Routing congestion:
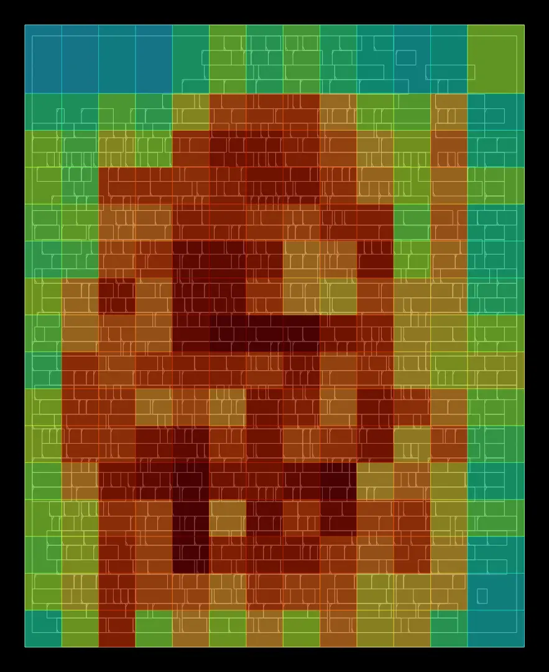
Power grid:
Scale: 4 px per um. Pins as bars on the die edge.
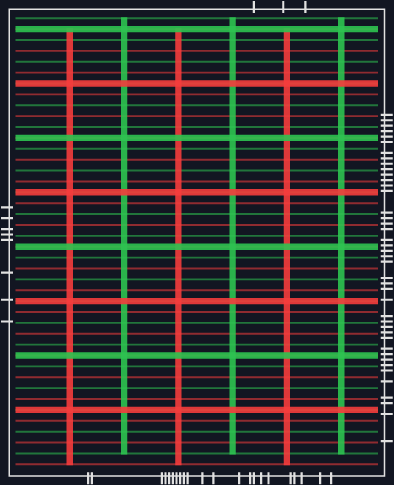
Clock distribution:
Scale: 4 px per um.
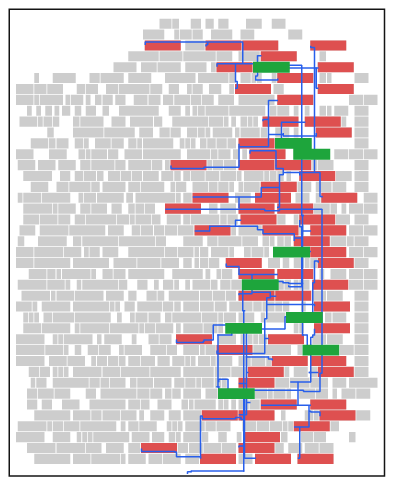
Metal 4:
Scale: 3 px per um.
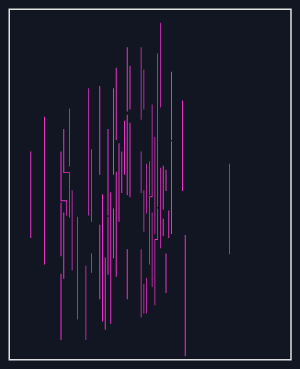
Placement density heat map:
Scale: 2 px per um. The die is cut into 9 by 12 equal tiles; white is low, dark blue is high, 0 to 100% covered.
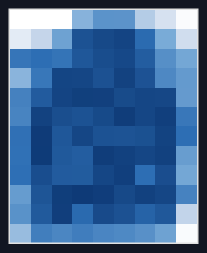
<file path="src/rtl/frame_bank_sched.sv">
// Ping-pong write scheduler for the two-bank frame RAM: turns the sensor pixel stream
// into bank writes, pads the frame tail with black level and hands finished banks to the reader.
module frame_bank_sched #(
    parameter int COLS   = 250,
    parameter int ROWS   = 250,
    parameter int PIXELS = COLS * ROWS
) (
    input  logic        RESET,
    input  logic        WR_CLOCK,
    input  logic        FRAME_START,
    input  logic [7:0]  DATA,
    input  logic        DATA_WREN,
    input  logic [7:0]  ROW_NUM,
    input  logic [7:0]  COL_NUM,
    input  logic        FRAME_ACK,
    output logic        WR_EN,
    output logic [16:0] WR_ADDR,
    output logic [7:0]  WR_DATA,
    output logic        RD_BANK,
    output logic        FRAME_READY,
    output logic [7:0]  BLACK_LVL,
    output logic [7:0]  DROP_CNT,
    output logic [1:0]  STATE
);

    typedef enum logic [1:0] {
        IDLE = 2'd0,
        FILL = 2'd1,
        PAD  = 2'd2,
        DONE = 2'd3
    } state_t;

    state_t      state_q, state_d;
    logic        w_bank_q, w_bank_d;
    logic        rd_bank_q, rd_bank_d;
    logic        frame_ready_q, frame_ready_d;
    logic [7:0]  black_lvl_q, black_lvl_d;
    logic [7:0]  drop_cnt_q, drop_cnt_d;
    logic [15:0] pad_ptr_q, pad_ptr_d;
    logic        wr_en_q, wr_en_d;
    logic [16:0] wr_addr_q, wr_addr_d;
    logic [7:0]  wr_data_q, wr_data_d;

    logic [15:0] offset;
    logic        in_range, col_last, black_pix, last_pix, drop_inc;

    assign offset    = 16'(16'(ROW_NUM) * 16'(COLS) + 16'(COL_NUM));
    assign in_range  = (32'(ROW_NUM) < ROWS) && (32'(COL_NUM) < COLS);
    assign col_last  = (32'(COL_NUM) == COLS - 1);
    assign black_pix = (ROW_NUM == 8'd0) && (COL_NUM == 8'd1);
    assign last_pix  = (32'(ROW_NUM) == ROWS - 1) && (32'(COL_NUM) == COLS - 2);

    always_comb begin
        state_d       = state_q;
        w_bank_d      = w_bank_q;
        rd_bank_d     = rd_bank_q;
        frame_ready_d = frame_ready_q;
        black_lvl_d   = black_lvl_q;
        drop_cnt_d    = drop_cnt_q;
        pad_ptr_d     = pad_ptr_q;
        wr_en_d       = 1'b0;
        wr_addr_d     = wr_addr_q;
        wr_data_d     = wr_data_q;
        drop_inc      = 1'b0;

        if (FRAME_ACK && frame_ready_q)
            frame_ready_d = 1'b0;

        case (state_q)
            IDLE: begin
                if (FRAME_START)
                    state_d = FILL;
            end
            FILL: begin
                if (FRAME_START) begin
                    drop_inc = 1'b1;
                end else if (DATA_WREN && in_range) begin
                    wr_en_d   = 1'b1;
                    wr_addr_d = {w_bank_q, offset};
                    wr_data_d = col_last ? black_lvl_q : DATA;
                    if (black_pix)
                        black_lvl_d = DATA;
                    // The last real pixel of the frame hands over to tail padding.
                    if (last_pix) begin
                        state_d   = PAD;
                        pad_ptr_d = offset + 16'd1;
                    end
                end
            end
            PAD: begin
                if (FRAME_START) begin
                    drop_inc = 1'b1;
                    state_d  = FILL;
                end else begin
                    wr_en_d   = 1'b1;
                    wr_addr_d = {w_bank_q, pad_ptr_q};
                    wr_data_d = black_lvl_q;
                    pad_ptr_d = pad_ptr_q + 16'd1;
                    if (32'(pad_ptr_q) == PIXELS - 1)
                        state_d = DONE;
                end
            end
            DONE: begin
                // An ACK arriving now frees the read bank just in time for the swap.
                if (!frame_ready_q || FRAME_ACK) begin
                    rd_bank_d     = w_bank_q;
                    w_bank_d      = ~w_bank_q;
                    frame_ready_d = 1'b1;
                end else begin
                    drop_inc = 1'b1;
                end
                state_d = FRAME_START ? FILL : IDLE;
            end
            default: state_d = IDLE;
        endcase

        if (drop_inc && (drop_cnt_q != 8'hFF))
            drop_cnt_d = drop_cnt_q + 8'd1;
    end

    always_ff @(posedge WR_CLOCK or negedge RESET) begin
        if (!RESET) begin
            state_q       <= IDLE;
            w_bank_q      <= 1'b0;
            rd_bank_q     <= 1'b0;
            frame_ready_q <= 1'b0;
            black_lvl_q   <= 8'd0;
            drop_cnt_q    <= 8'd0;
            pad_ptr_q     <= 16'd0;
            wr_en_q       <= 1'b0;
            wr_addr_q     <= 17'd0;
            wr_data_q     <= 8'd0;
        end else begin
            state_q       <= state_d;
            w_bank_q      <= w_bank_d;
            rd_bank_q     <= rd_bank_d;
            frame_ready_q <= frame_ready_d;
            black_lvl_q   <= black_lvl_d;
            drop_cnt_q    <= drop_cnt_d;
            pad_ptr_q     <= pad_ptr_d;
            wr_en_q       <= wr_en_d;
            wr_addr_q     <= wr_addr_d;
            wr_data_q     <= wr_data_d;
        end
    end

    assign WR_EN       = wr_en_q;
    assign WR_ADDR     = wr_addr_q;
    assign WR_DATA     = wr_data_q;
    assign RD_BANK     = rd_bank_q;
    assign FRAME_READY = frame_ready_q;
    assign BLACK_LVL   = black_lvl_q;
    assign DROP_CNT    = drop_cnt_q;
    assign STATE       = state_q;

endmodule

</file>
<file path="config.mk">
export PLATFORM = sky130hd
export DESIGN_NAME = frame_bank_sched
export DESIGN_NICKNAME = d
export VERILOG_FILES = /design/src/rtl/frame_bank_sched.sv
export SDC_FILE = /design/constraint.sdc
export NUM_CORES = 1
export LEC_CHECK = 0
export ABC_CLOCK_PERIOD_IN_PS = 2500
export CORE_ASPECT_RATIO = 1.25
export CORE_UTILIZATION = 51
export DETAILED_ROUTE_END_ITERATION = 8
export GPL_TIMING_DRIVEN = 0
export HOLD_SLACK_MARGIN = 0.06
export PLACE_DENSITY = 0.78
export SYNTH_ARGS = -nofsm -noshare
export SYNTH_HDL_FRONTEND = slang
export SYNTH_SLANG_ARGS = --single-unit
</file>
<file path="constraint.sdc">
create_clock -name WR_CLOCK -period 2.5 [get_ports WR_CLOCK]
set_input_delay 0.75 -clock WR_CLOCK [delete_from_list [all_inputs] [get_ports WR_CLOCK]]
set_output_delay 0.75 -clock WR_CLOCK [all_outputs]
set_load 0.01 [all_outputs]
</file>
==> results.tsv <==
metric	value	unit
outcome	finished with violations	
failed_checks	negative setup slack	
syn-num-nets	673	
top_cells_by_count	81 x nand2_1, 63 x dfrtp_1, 57 x ha_1, 50 x inv_1, 33 x o21ai_0	
reg2reg_slack	-0.86	ns
crit_arrival	5.53	ns
fin_area	8020	um2
num_tap_cells	129	
cts_made_buffers	9	
async_flop_share	1.00	
ioPinCount	75	
synth.most_common_cell	nand2_1	
finalWorstSetupSlack	-2.82	ns
place_ws	-4.07	ns
swShare	0.457	
drc	0	
h-tree-depth	3	
total_power	13.1	mW
gp_congestion	0.917	
grt_first_pass_wirelength	25100	um
startpoint_type	primary input	
first_global_vias	5160	
switchingPower	5.98	mW
cp_cell_sequence	buf_12 -> fa_1 -> xor2_1 -> ha_1 -> fa_1 -> inv_2 -> fa_1 -> inv_2 -> ha_4 -> buf_6 -> o211ai_1 -> o21bai_4 -> xor2_2 -> buf_4 -> nand4_4 -> buf_4 -> o21a_1 -> o31ai_4 -> nand3b_1 -> xnor2_1 -> mux2_4	
drive_gt1_frac	0.352	
final-nonclk-buf-share	0.185	
clk-power	1.14	mW
diodes	0	
wl_met3	932	um
p_leak	3.62	nW
synth-compound-area-share	0.157	
layout_top_cell	nand2_1	
clockRootBuffer	clkbuf_16	
n_all_inverters	50	
most-common-layout-cells	70 x nand2_1, 63 x dfrtp_1, 57 x clkdlybuf4s50_1	
cp_num_buf_inv	6	
clock-sinks	63	
seq_power_share	0.137	
finalNonFillerCells	843	
use_met2	0.573	
wl_met2	9180	um
grt_max_degree	43	
numPortBuffers	73	
place_inst	768	
postCtsSetupBuffers	46	
clockBufferDepth	2	
clock_latency	0.33	ns
r2r_cells	12	
cellPowerDensity	1630	nW/um2
final.setup.tns	-52.42	ns
min_period	5.32	ns
setup_viol	31	
largest_reg_flops	17	
Back to the opening pictures, 'routing congestion':
met3 Track Usage GR: 0.0286
Most Crowded Layer GR: met2
Finished Core Util: 0.794
GR Util met1: 0.313
Overall Global Routing Usage: 0.298

Back to the opening pictures, 'power grid':
[red] VSS
[green] VDD
rows: 41
met5 straps: 8
IR drop worst, VDD: 1.32 mV
Core Footprint: 10100 um2
chip height: 116 um
Die X: 93.4 um

Back to the opening pictures, 'clock distribution':
[red] flip-flops | count: 63
[green] cells driving clock nets | count: 9
[blue] clock wires | length: 919 um
routed clock nets: 10
clock group share of total power: 0.087
Clock Skews: 0.0147 ns

Back to the opening pictures, 'metal 4':
longest straight run: 51.0 um
nets with wire on the layer: 55
main direction: vertical
share of all routed wire: 8.1%
drt total wl: 17600 um
DR vias: 5220

Back to the opening pictures, 'placement density heat map':
nearly empty tiles: 2.8%
fullest tile: 96%
tiles over 75% full: 58%
initial core utilization: 0.527

Power is estimated from default activity; no workload was simulated.
